==> run_1/gate_families.png <==
Bar = 50 µm.
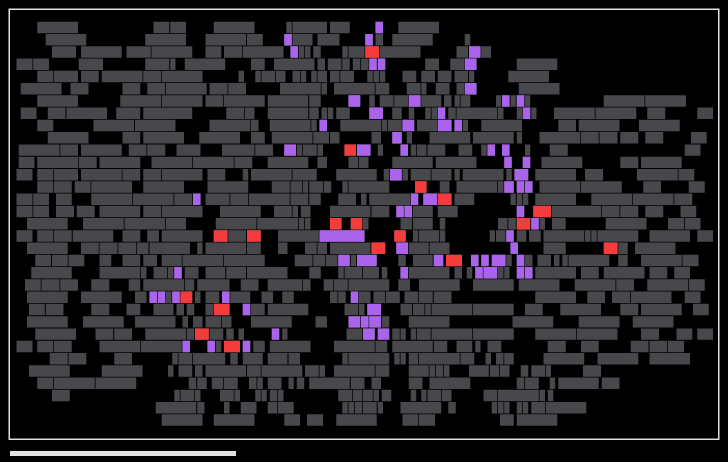
==> run_1/final_clocks.png <==
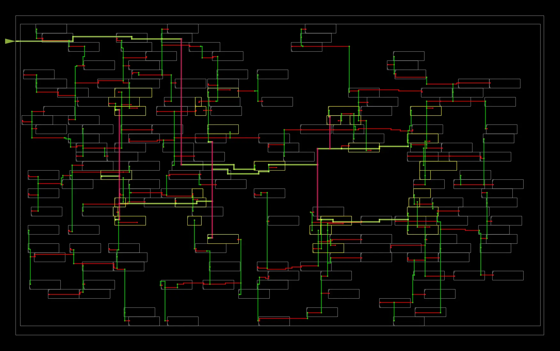
==> run_1/metal_stack.png <==
Two of the layers only.
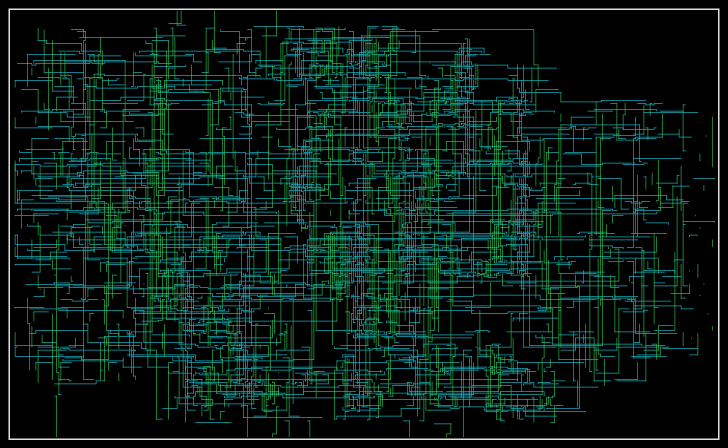
==> run_1/pins.png <==
Pins as bars across the die edge, other pins in gray.
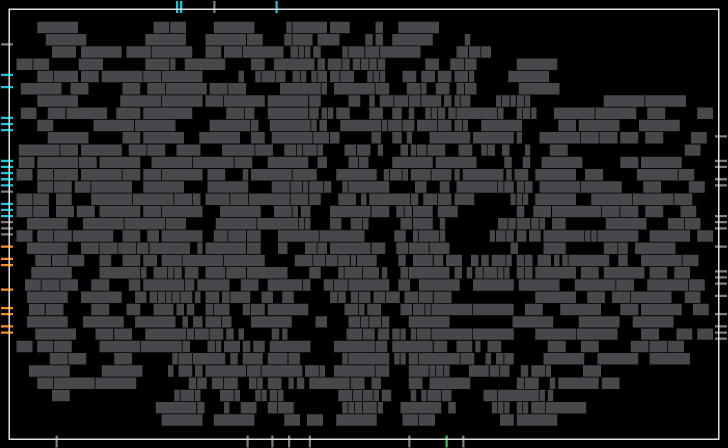
### src/rtl/tg_pkg.sv
// tg_pkg: shared constants, FSM state and payload parse-phase encodings for the ThinkGear packet controller.
package tg_pkg;
   localparam logic [7:0] SYNC_BYTE  = 8'hAA;
   localparam logic [7:0] CODE_POOR  = 8'h02;
   localparam logic [7:0] CODE_ATT   = 8'h04;
   localparam logic [7:0] CODE_MED   = 8'h05;
   localparam logic [7:0] CODE_RAW   = 8'h80;
   localparam logic [7:0] EXCODE_MIN = 8'h80;
   typedef enum logic [2:0] {SYNC1, SYNC2, PLEN, PAYLOAD, CHK} state_t;
   typedef enum logic [1:0] {PH_CODE, PH_VLEN, PH_VAL} phase_t;
endpackage

### src/rtl/tg_rx_watchdog.sv
// tg_rx_watchdog: counts idle cycles while enabled; pulses expire when the count reaches limit.
module tg_rx_watchdog #(
   parameter int unsigned TW = 20
) (
   input  logic          clk,
   input  logic          rst,
   input  logic          enable,
   input  logic          kick,
   input  logic [TW-1:0] limit,
   output logic          expire
);
   logic [TW-1:0] cnt;
   assign expire = enable && !kick && cnt == limit;
   always_ff @(posedge clk or negedge rst)
      if (!rst) cnt <= '0;
      else cnt <= (enable && !kick && !expire) ? cnt + 1'b1 : '0;
endmodule

### src/rtl/tg_packet_ctrl.sv
// tg_packet_ctrl: ThinkGear byte-stream FSM committing raw/eSense values only on checksum-verified packets.
// Define TG_STATS_EN to add saturating good_cnt/err_cnt packet counters.
module tg_packet_ctrl
   import tg_pkg::*;
#(
   parameter int unsigned MAX_PLEN    = 169,
   parameter int unsigned TIMEOUT_CYC = 500000,
   parameter int unsigned TW          = 20
) (
   input  logic        clk,
   input  logic        rst,
   input  logic        rx_done,
   input  logic [7:0]  rx_byte,
   output logic        raw_valid,
   output logic [15:0] raw_data,
   output logic        esense_valid,
   output logic [7:0]  attention,
   output logic [7:0]  meditation,
   output logic [7:0]  signal_q,
   output logic        pkt_err,
   output logic        busy
`ifdef TG_STATS_EN
   ,
   output logic [15:0] good_cnt,
   output logic [15:0] err_cnt
`endif
);
   localparam logic [7:0]    MAX_B = 8'(MAX_PLEN);
   localparam logic [TW-1:0] LIMIT = TW'(TIMEOUT_CYC);
   state_t     state;
   phase_t     phase;
   logic [7:0] rem, sum, code, vlen, vidx, raw_hi, raw_lo, att_s, med_s, poor_s;
   logic       f_raw, f_att, f_med, f_poor, bad, expire, good, good_evt, err_evt, plen_bad;

   assign busy     = state != SYNC1;
   assign good     = (~sum == rx_byte) && !bad;
   assign plen_bad = rx_byte == 8'd0 || rx_byte > MAX_B;
   assign good_evt = rx_done && state == CHK && good;
   assign err_evt  = expire || (rx_done && state == CHK && !good)
                   || (rx_done && state == PLEN && rx_byte != SYNC_BYTE && plen_bad);

   tg_rx_watchdog #(.TW(TW)) u_wd (
      .clk(clk), .rst(rst), .enable(busy), .kick(rx_done), .limit(LIMIT), .expire(expire)
   );

   always_ff @(posedge clk or negedge rst)
      if (!rst) begin
         state <= SYNC1; phase <= PH_CODE;
         rem <= '0; sum <= '0; code <= '0; vlen <= '0; vidx <= '0;
         raw_hi <= '0; raw_lo <= '0; att_s <= '0; med_s <= '0; poor_s <= '0;
         f_raw <= 1'b0; f_att <= 1'b0; f_med <= 1'b0; f_poor <= 1'b0; bad <= 1'b0;
         raw_valid <= 1'b0; raw_data <= '0; esense_valid <= 1'b0;
         attention <= '0; meditation <= '0; signal_q <= '0; pkt_err <= 1'b0;
      end else begin
         raw_valid    <= good_evt && f_raw;
         esense_valid <= good_evt && (f_att || f_med || f_poor);
         pkt_err      <= err_evt;
         if (good_evt) begin
            if (f_raw)  raw_data   <= {raw_hi, raw_lo};
            if (f_att)  attention  <= att_s;
            if (f_med)  meditation <= med_s;
            if (f_poor) signal_q   <= poor_s;
         end
         if (expire) state <= SYNC1;
         else if (rx_done) case (state)
            SYNC1: state <= rx_byte == SYNC_BYTE ? SYNC2 : SYNC1;
            SYNC2: state <= rx_byte == SYNC_BYTE ? PLEN : SYNC1;
            PLEN: if (rx_byte != SYNC_BYTE) begin
               state <= plen_bad ? SYNC1 : PAYLOAD;
               rem <= rx_byte; sum <= '0; phase <= PH_CODE; bad <= 1'b0;
               f_raw <= 1'b0; f_att <= 1'b0; f_med <= 1'b0; f_poor <= 1'b0;
            end
            PAYLOAD: begin
               sum <= sum + rx_byte;
               rem <= rem - 8'd1;
               if (rem == 8'd1) state <= CHK;
               case (phase)
                  PH_CODE: begin
                     code <= rx_byte; vidx <= '0; vlen <= 8'd1;
                     phase <= rx_byte >= EXCODE_MIN ? PH_VLEN : PH_VAL;
                     if (rem == 8'd1) bad <= 1'b1;
                  end
                  // rem still counts this byte, so vlen must fit in rem-1
                  PH_VLEN: begin
                     vlen <= rx_byte;
                     phase <= rx_byte == 8'd0 ? PH_CODE : PH_VAL;
                     if (rx_byte >= rem) bad <= 1'b1;
                  end
                  PH_VAL: begin
                     vidx <= vidx + 8'd1;
                     phase <= vidx == vlen - 8'd1 ? PH_CODE : PH_VAL;
                     if (code == CODE_RAW && vlen == 8'd2) begin
                        if (vidx == 8'd0) raw_hi <= rx_byte;
                        else begin raw_lo <= rx_byte; f_raw <= 1'b1; end
                     end
                     if (code == CODE_POOR) begin poor_s <= rx_byte; f_poor <= 1'b1; end
                     if (code == CODE_ATT)  begin att_s  <= rx_byte; f_att  <= 1'b1; end
                     if (code == CODE_MED)  begin med_s  <= rx_byte; f_med  <= 1'b1; end
                  end
                  default: phase <= PH_CODE;
               endcase
            end
            CHK: state <= SYNC1;
            default: state <= SYNC1;
         endcase
      end

`ifdef TG_STATS_EN
   always_ff @(posedge clk or negedge rst)
      if (!rst) begin
         good_cnt <= '0;
         err_cnt  <= '0;
      end else begin
         if (good_evt && good_cnt != 16'hFFFF) good_cnt <= good_cnt + 16'd1;
         if (err_evt && err_cnt != 16'hFFFF) err_cnt <= err_cnt + 16'd1;
      end
`endif
endmodule

### config.mk
export PLATFORM = sky130hd
export DESIGN_NAME = tg_packet_ctrl
export DESIGN_NICKNAME = d
export VERILOG_FILES = /design/src/rtl/tg_pkg.sv /design/src/rtl/tg_rx_watchdog.sv /design/src/rtl/tg_packet_ctrl.sv
export SDC_FILE = /design/constraint.sdc
export NUM_CORES = 1
export LEC_CHECK = 0
export CORE_ASPECT_RATIO = 0.6
export CORE_UTILIZATION = 52
export DETAILED_ROUTE_END_ITERATION = 16
export PLACE_DENSITY = 0.72
export SYNTH_ARGS = -nofsm -noshare
export SYNTH_HDL_FRONTEND = slang
export SYNTH_SLANG_ARGS = --single-unit
### constraint.sdc
create_clock -name clk -period 4 [get_ports clk]
set_input_delay 1 -clock clk [delete_from_list [all_inputs] [get_ports clk]]
set_output_delay 1 -clock clk [all_outputs]
set_load 0.05 [all_outputs]
==> impl_metrics.yaml, run 1 <==
# physical design summary
run_status:
  status: "finished clean"
timing:
  min_period_ns: 3.11
  timing.setup.tns_ns: 0
  worst_pin_slew_ns: 0.718
  skew_ns: 0.00659
  holdWs_ns: 0.493
  rsz0062_at_grt: "no"
  hold_viol_final: 0
  setup_viol: 0
finish:
  layout-drive-gt1-share_pct: 21.2
  antenna_cells: 0
  nets: 750
routing:
  met1_length_um: 8510
  wl_met3_um: 1150
  route.detailed.drc: 0
  drtIter0Drc: 500
yosys:
  ys.warnings.count: 0
  top_cells_by_area: "dfrtp_1 (51%), mux2_2 (11%), ha_1 (3.8%)"
  synth-main-ff-cell: "dfrtp_1"
  ys_seq_share_pct: 51.1
  syn_avg_cell_area_um2: 11.5
  fp_nets: 688
  yosysUniqueCellTypes: 77
  edf_count: 0
  synth_area_mm2: 0.00749
  yosysTopAreaCell: "dfrtp_1"
placement:
  dp_hpwl_um: 11700
global_routing:
  grt_pass1_vias: 5207
  overflow: 0
  grt_pass1_wl_um: 28000
clock_tree:
  htreeDepth: 4
  ctsHoldBuffers: 0
  clock_latency_ns: 0.42
  numCtsBuffers: 17
  cts.sinks: 153
  clkTransAtPathRegs_ns: 0.06
  cts_resized: 0
  cts_tree: "yes"
  post_cts_buffers: 0
hold_path:
  hp-class: "register to register"
setup_path:
  crit_chain: "nor3_1, inv_1, clkdlybuf4s50_1"
  startpoint_type: "register"
  critPathMaxStageDelay_ns: 0.72
  worstSetupPathType: "register to output port"
  cp-end-kind: "output port"
job:
  warnings: 30
power_and_ir_drop:
  power_density_mw_per_mm2: 370
die:
  chip_area_mm2: 0.0149
  io_pins: 55
  fp-row-count: 33
Notes on gate_families.png above:
Key: purple = inverting AOI/OAI gates [cells 73, most used o21ai_0]; red = AND-OR and OR-AND gates [cells 18, most used a21o_1, where center]
fin cells: 920
most numerous logic cell after layout: dfrtp_1

Notes on final_clocks.png above:
P_clk: 1.63 mW
Flops: 153

Notes on metal_stack.png above:
Key: green = met2 [wire length 7,270 µm]; cyan = met1 [wire length 8,510 µm]
gr usage total: 25.0%
total wire length: 17,200 µm
DR vias: 5,341
wire per inst: 18.7 µm

Notes on pins.png above:
Key: cyan = raw_data [pins 16, direction output, edge 13 left, 3 top]; green = busy [pins 1, direction output, edge bottom]; orange = attention [pins 8, direction output, edge left]
All pins by edge: 26 left, 17 right, 8 bottom, 4 top.
chip height: 95.0 µm
Port Buffer Count: 54
die width: 157 µm

run 1: worst max-delay path: cells and delay by family, from the launching register on:
kind	cells	cell delay, ns
simple gates	1	0.34
flops	1	0.50
buf+inv	2	0.85
run 1: report_power, final:
group	internal [mW]	switching, mW
combinational	0.0308	0.0751
clock	0.957	0.678
sequential	1.55	0.000358
total	2.53	0.754
run 1: final cells by class:
class                   count  area, µm²  share of cell area, %
clock buffers              19        443                   4.99
clock inverters            13        158                   1.78
inverters                  26       97.6                   1.10
multi-input cells         447       3440                   38.7
flip-flops and latches    153       3830                   43.1
well taps                 192        240                   2.70
repair buffers             70        674                   7.59
run 1: cells in the mapped netlist, drive strengths merged, types with 4 or more instances:
cell type / instances
nor4b: 4
inv: 26
xnor2: 25
clkbuf: 13
ha: 23
nor2: 52
a211oi: 5
and3: 9
nand3: 23
xor2: 11
nand4: 7
dfrtp: 153
nor3: 16
buf: 14
nand4b: 5
nor4: 11
nand3b: 5
o21ai: 28
a21oi: 18
mux2: 87
o31ai: 5
a21o: 5
nand2b: 5
nand2: 47
run 1: metrics by stage:
stage	util [%]	std cells	worst slack (ns)	power [mW]
final	64.0	920	0.890	3.29
after global routing	64.0	920	0.796	3.39
after CTS	64.0	920	0.889	3.31
after detailed placement	59.7	888	0.621	1.68
after global placement	59.7	888	0.732	1.68
after floorplan	-	653	1.22	1.61
run 1: registers in the layout (all words and copies together), names as in the netlist, 2 cells and up:
register / count
u_wd.cnt: 20
raw_data: 16
att_s: 8
attention: 8
code: 8
med_s: 8
meditation: 8
poor_s: 8
raw_hi: 8
raw_lo: 8
rem: 8
signal_q: 8
sum: 8
vidx: 8
vlen: 8
state: 3
phase: 2
run 1: cell families (layout without fill, tap and decap cells):
family,Yosys count,after routing,synth area share [%]
multiplexers,89,89,13.8
flip-flops,153,153,51.1
AND-OR/OR-AND,91,91,8.13
XOR/XNOR,36,36,4.21
buffers and inverters,53,128,3.16
AND/OR/NAND/NOR,207,207,15.5
adder cells (fa/ha/maj),24,24,4.11
run 1: worst paths after layout:
check                              start            to  slack, ns  cells past startpoint
worst max-delay path            state[0]          busy       0.89                      3
worst min register to register    sum[6]        sum[6]       0.49                      2
worst max register to register   code[3]      att_s[5]       1.63                      5
max in group asynchronous            rst        rem[5]       2.54                      2
min in group asynchronous            rst  attention[7]       0.61                      1
worst min-delay path              sum[6]        sum[6]       0.49                      2
run 1: placed cells by master, fill, tap and decap left out, types with 6 or more instances in the layout:
cell type / netlist / routed
ha_1: 23 / 23
nor4_1: 9 / 9
xnor2_1: 25 / 25
a21oi_1: 18 / 18
clkbuf_16: 0 / 17
and3_1: 9 / 9
nor2_1: 50 / 50
mux2_2: 75 / 75
o21ai_0: 28 / 28
xor2_1: 11 / 11
nand2_1: 42 / 42
mux2_4: 9 / 9
buf_4: 1 / 15
nor3_1: 16 / 16
dfrtp_1: 153 / 153
nand4_1: 6 / 6
clkdlybuf4s50_1: 0 / 53
inv_1: 25 / 25
nand3_1: 22 / 22
==> run_1/registers.png <==
Bar = 50 µm. Other sequential cells in the stronger gray, the rest of the logic in the fainter gray.
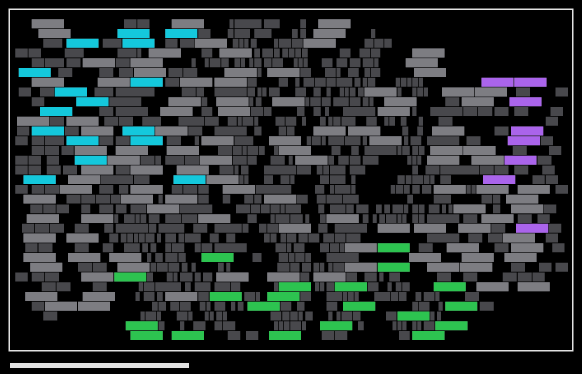

--- run 2 (diff from run 1) ---
PLACE_DENSITY = 0.75   (was 0.72)
clock period = 2.8 ns   (was 4 ns; I/O delays follow)
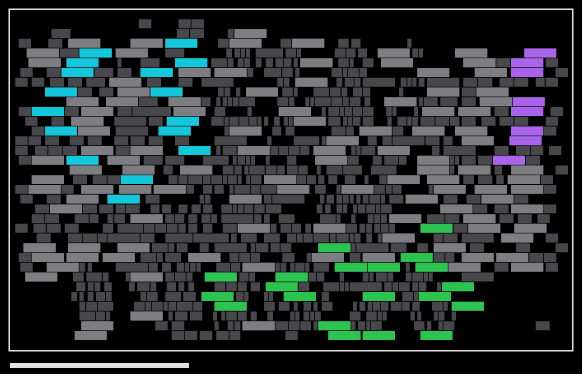
(run_2/registers.png)
Bar = 50 µm. Other sequential cells in the stronger gray, the rest of the logic in the fainter gray.
Key: green = u_wd.cnt [flops 20]; cyan = raw_data [flops 16]; purple = signal_q [flops 8]
Another 109 sequential cells are not colored.
Seq group: 2.21 mW
Flop area: 0.00383 mm²
Seq area share: 42.3%
final core occ: 65.2%

==> run 2 against run 1 <==
  * Clock power grew 39%
  * Wire length grew 1.9%
  * Cell area grew 1.9%
  * Flip-flop count is the same
  * Via count grew 2.5%
  * Clock skew grew 0.0031 ns
  * Final cell count grew 2.5%
  * Worst setup slack lost 0.68 ns
  * Register-to-register slack lost 1.1 ns
  * Die size is the same
==> impl_metrics.yaml, run 2 <==
# physical design summary
routing:
  num_vias: 5474
  routed_wl_um: 17500
  route.detailed.drc: 0
  wl_per_cell_um: 18.6
power_and_ir_drop:
  combinationalPowerShare_pct: 3.6
  power_mw: 4.65
  p_int_mw: 3.56
  p_sw_mw: 1.09
  clockPowerShare_pct: 48.8
  swShare_pct: 23.4
  seqPwrFrac_pct: 47.6
finish:
  layout-drive-gt1-share_pct: 23.7
  reg.largest.list: "u_wd.cnt (20), raw_data (16)"
  nets: 773
  regMostFlops: "u_wd.cnt"
  layout_top_cell: "dfrtp_1"
  largest_register_ffs: 20
  lay_top_cells: "dfrtp_1 (153), mux2_2 (75), clkdlybuf4s50_1 (52), nor2_1 (50), nand2_1 (42)"
global_routing:
  overflow: 0
  grt.total_usage_pct: 25.9
  grt_pass1_vias: 5511
timing:
  hold_viol_final: 0
  min_period_ns: 2.59
  skew_ns: 0.00970
  worst_pin_slew_ns: 0.641
  fin_ws_ns: 0.211
placement:
  portBuffers: 54
  dp_slack_ns: -0.0882
  dp_hpwl_um: 12200
yosys:
  yosys-mux-area-fraction_pct: 13.8
  yosysUniqueCellTypes: 77
  yosysTopAreaCell: "dfrtp_1"
  synth_simple_gate_area_share_pct: 15.5
  top_cells_by_count: "dfrtp_1 (153), mux2_2 (75), nor2_1 (50), nand2_1 (42), o21ai_0 (28)"
  top_logic_kind: "simple AND/OR/NAND/NOR gates"
  synthAoiAreaFrac_pct: 8.13
  ys_sh_xor_pct: 4.21
  adder_share_pct: 4.11
  fp_nets: 688
  syn_avg_cell_area_um2: 11.5
  synth-main-ff-cell: "dfrtp_1"
  edf_count: 0
hold_path:
  hp-class: "input port to asynchronous set/reset pin"
die:
  die_w_um: 157
  die_h_um: 95.0
  io_pins: 55
  fp-row-count: 33
job:
  warnings: 30
setup_path:
  r2r_cells: 7
  critPathMaxStageDelay_ns: 0.51
  r2r-start: "vidx[0]"
  cp_num_buf_inv: 2
  worstSetupPathType: "register to output port"
run_status:
  status: "finished clean"
clock_tree:
  numCtsBuffers: 17
  cts.sinks: 153
  clkTransAtPathRegs_ns: 0.06
## run 2: cell counts after synthesis
Identical to the previous run, type by type.
## run 2: final cells by class
cell class                      instances  area (µm²)  share of cell area, %
Multi-Input combinational cell        447        3440                   38.0
Sequential cell                       153        3830                   42.3
Tap cell                              192         240                   2.66
Inverter                               26        97.6                   1.08
Clock buffer                           19         453                   5.01
Timing Repair Buffer                   93         858                   9.49
Clock inverter                         13         130                   1.44
## run 2: final timing paths
path	end	slack [ns]
setup / recovery	busy	0.21
hold / removal	meditation[7]	0.15
setup reg to reg	raw_hi[5]	0.53
hold reg to reg	raw_hi[0]	0.49
max in group asynchronous	state[0]	1.94
min in group clk	raw_hi[0]	0.49
## run 2: metal layers
layer	global-route usage (%)	vias to the layer above	wire, µm
li1	-	2503	-
met1	35.8	2715	8160
met2	39.9	220	7800
met3	6.65	36	1280
met4	8.99	0	273
met5	0	-	0
## run 2: metrics by stage
stage	cells	setup TNS [ns]	hold slack [ns]	utilization, %	instance area [µm²]
global placement	911	-0.754	0.465	61.0	8470
global route	943	0	0.165	65.2	9050
finish	943	0	0.152	65.2	9050
CTS	943	0	0.160	65.2	9050
floorplan	653	0	0.404	-	7490
detailed placement	911	-1.61	0.479	61.0	8470
## run 2: cells by family (layout without fill, tap and decap cells)
logic type,after synthesis,in the layout
adder cells (fa/ha/maj),24,24
flip-flops,153,153
XOR/XNOR,36,36
AND-OR/OR-AND,91,91
multiplexers,89,89
buffers and inverters,53,151
AND/OR/NAND/NOR,207,207
## run 2: what timing repair did
action | CTS | global route
resized | 1 | 0
hold buffers | 0 | 0
setup endpoints to repair | 1 | 0
buffers inserted | 0 | 0
## run 2: power groups by stage
stage               Sequential [mW]  Combinational, mW  Clock [mW]
floorplan                      2.25             0.0493           0
global placement               2.25              0.159           0
detailed placement             2.25              0.166           0
CTS                            2.21              0.167        2.30
global route                   2.21              0.183        2.39
finish                         2.21              0.167        2.27
## run 2: worst reg2reg max path, cell delays in order (launching register included)
cell,delay (ns)
dfrtp_1,0.43
inv_1,0.10
ha_1,0.16
or4b_4,0.47
nor4_4,0.31
inv_2,0.12
nor2_8,0.21
mux2_2,0.36
==> run_2/metal_stack.png <==
Two of the layers only.
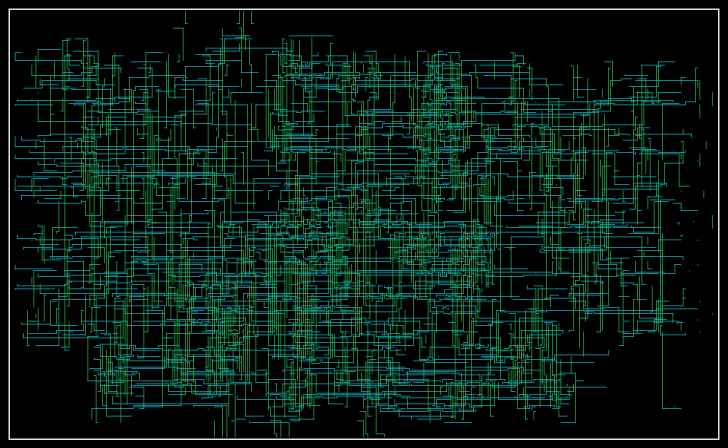

--- run 3 (diff from run 2) ---
RECOVER_POWER = 25   (was not set)
SKIP_LAST_GASP = 1   (was not set)
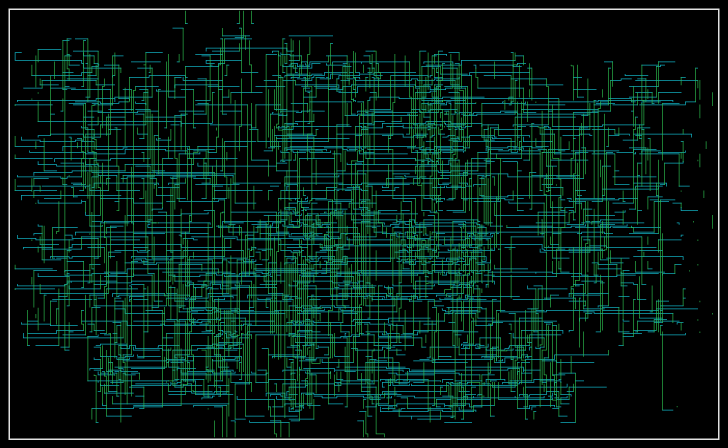
(run_3/metal_stack.png)
Two of the layers only.
Key: green = met2 [wire length 7,810 µm]; cyan = met1 [wire length 8,030 µm]
wire per inst: 18.5 µm
gr usage total: 25.9%
DR vias: 5,463
total wire length: 17,500 µm

==> run 3 against run 2 <==
  * The flow now finishes with violations (capacitance limit, slew limit)
  * Area after synthesis stayed put
  * First-iteration DRC count unchanged
  * Register-to-register slack about the same
  * Sequential power barely moved
  * Largest power group unchanged
==> impl_metrics.yaml, run 3 <==
# physical design summary
run_status:
  status: "finished with violations"
  violations: "capacitance limit, slew limit"
yosys:
  top_cells_by_area: "dfrtp_1 (51%), mux2_2 (11%), ha_1 (3.8%)"
  yosysTopAreaCell: "dfrtp_1"
  ys_async_sr_fraction_pct: 100
  ys.warnings.count: 0
  ys_seq_share_pct: 51.1
  edf_count: 0
  synth_area_mm2: 0.00749
  ys_ff: 153
  syn_avg_cell_area_um2: 11.5
  synth-main-ff-cell: "dfrtp_1"
  ys_cells: 653
  yosysUniqueCellTypes: 77
  top_cells_by_count: "dfrtp_1 (153), mux2_2 (75), nor2_1 (50), nand2_1 (42), o21ai_0 (28)"
  yosysMostFrequentCell: "dfrtp_1"
  fp_nets: 688
setup_path:
  r2r-start: "vidx[0]"
  r2r_end: "raw_hi[5]"
  reg2reg_slack_ns: 0.53
  r2r_cells: 7
  cp-end-kind: "output port"
  critPathMaxStageDelay_ns: 0.51
  arrival_ns: 1.88
  worstSetupPathType: "register to output port"
  worstPathRequired_ns: 2.10
  cp_num_buf_inv: 2
  crit_start: "state[0]"
  startpoint_type: "register"
  crit_chain: "nor3_1, inv_1, dlygate4sd2_1"
  crit_family: "buffers and inverters"
routing:
  route.detailed.drc: 0
  drtAntennaViolNets: 0
  via_per_inst: 5.79
  dr.pass1.iters: 6
  drtIter0Drc: 418
timing:
  fmax_mhz: 388
  timing.setup.tns_ns: 0
  relSlewSlack_pct: -22.6
  worst_pin_slew_ns: 1.84
  slew_viol_final: 32
  setup_viol: 0
  skew_ns: 0.00896
  post-route-period-util_pct: 92.0
  min_period_ns: 2.58
  hold_viol_final: 0
  rsz0062_at_grt: "no"
finish:
  antenna_cells: 0
  layout.cells.non_filler: 943
  nets: 773
  reg.largest.list: "u_wd.cnt (20), raw_data (16)"
  largest_register_ffs: 20
  lay_top_cells: "dfrtp_1 (153), mux2_2 (75), clkdlybuf4s50_1 (52), nor2_1 (50), nand2_1 (42)"
  layout_top_cell: "dfrtp_1"
  syn2layout_area_growth_pct: 20.6
  layout-drive-gt1-share_pct: 23.6
  regMostFlops: "u_wd.cnt"
clock_tree:
  cts_root_buf: "clkbuf_16"
  htreeDepth: 4
  cts.sinks: 153
  clock_latency_ns: 0.42
  clkTransAtPathRegs_ns: 0.06
  cts.path.max_buffers: 2
  numCtsBuffers: 17
  cts_tree: "yes"
die:
  io_pins: 55
  chip_area_mm2: 0.0149
  die_w_um: 157
  core_area_mm2: 0.0139
  fp-row-count: 33
  die_h_um: 95.0
power_and_ir_drop:
  peakVddDrop_v: 0.000377
  power_density_mw_per_mm2: 514
job:
  drv_cap: 1
  warnings: 30
hold_path:
  holdPathEnd: "raw_hi[0]"
  hp-start: "raw_hi[0]"
  hp-class: "register to register"
  hold_depth: 1
placement:
  portBuffers: 54
  dp.cells: 911
  dp_hpwl_um: 12200
global_routing:
  antenna_found_initial: 0
  overflow: 0
  grt_max_degree: 66
  grt_pass1_vias: 5511
  grt_pass1_wl_um: 29000
run 3: timing repair:
item	4_1_cts	5_1_grt
resized	1	0
hold buffers	0	0
setup buffers	0	0
endpoints found under the setup margin	1	0
run 3: final cells by class:
class	count	area, µm²
inverters	26	97.6
clock buffers	19	453
well taps	192	240
clock inverters	13	130
flip-flops and latches	153	3830
repair buffers	93	851
multi-input cells	447	3440
fillers	1072	4830
run 3: stage by stage:
stage               setup WS [ns]  util, %  hold slack, ns  instance area (µm²)  power, mW
floorplan                   0.320        -           0.404                 7490       2.30
global placement          -0.0583     61.0           0.465                 8470       2.41
detailed placement        -0.0882     61.0           0.479                 8470       2.42
CTS                         0.232     65.2           0.160                 9050       4.67
global route                0.129     65.2           0.515                 9040       4.79
finish                      0.225     65.2           0.490                 9040       4.64
run 3: cell families (layout without fill, tap and decap cells):
| logic type | after synthesis | after routing | synth area share [%] |
|---|---|---|---|
| buf+inv | 53 | 151 | 3.16 |
| flops | 153 | 153 | 51.1 |
| xor+xnor | 36 | 36 | 4.21 |
| mux | 89 | 89 | 13.8 |
| compound gates | 91 | 91 | 8.13 |
| simple gates | 207 | 207 | 15.5 |
| fa+ha+maj | 24 | 24 | 4.11 |
run 3: worst register-to-register path: stages, from the launching register on:
cell and delay [ns]:
dfrtp_1 0.43, inv_1 0.10, ha_1 0.16, or4b_4 0.47
nor4_4 0.31, inv_2 0.12, nor2_8 0.21, mux2_2 0.36
run 3: routing by layer:
layer  GRT usage [%]  up-vias  share of wire (%)
met5               0        -                  0
met4            8.99        0                1.5
met3            6.65       30                7.8
met2            39.9      230                 45
met1            35.8     2700                 46
li1                -     2503                  -
run 3: how the worst max path moves through the flow:
stage,end,slack [ns],cells past startpoint
final,busy,0.22,3
after global routing,busy,0.13,3
after CTS,busy,0.23,3
after detailed placement,raw_data[3],-0.09,7
after global placement,raw_data[11],-0.06,8
after floorplan,raw_data[0],0.32,7
run 3: where the power goes:
group | internal [mW] | leakage (nW) | switching (mW)
combinational | 0.0547 | 1.86 | 0.111
clock | 1.29 | 0.279 | 0.977
sequential | 2.21 | 2.12 | 0.000540
Power figures rest on the tool's default switching activity, not on a simulated workload.
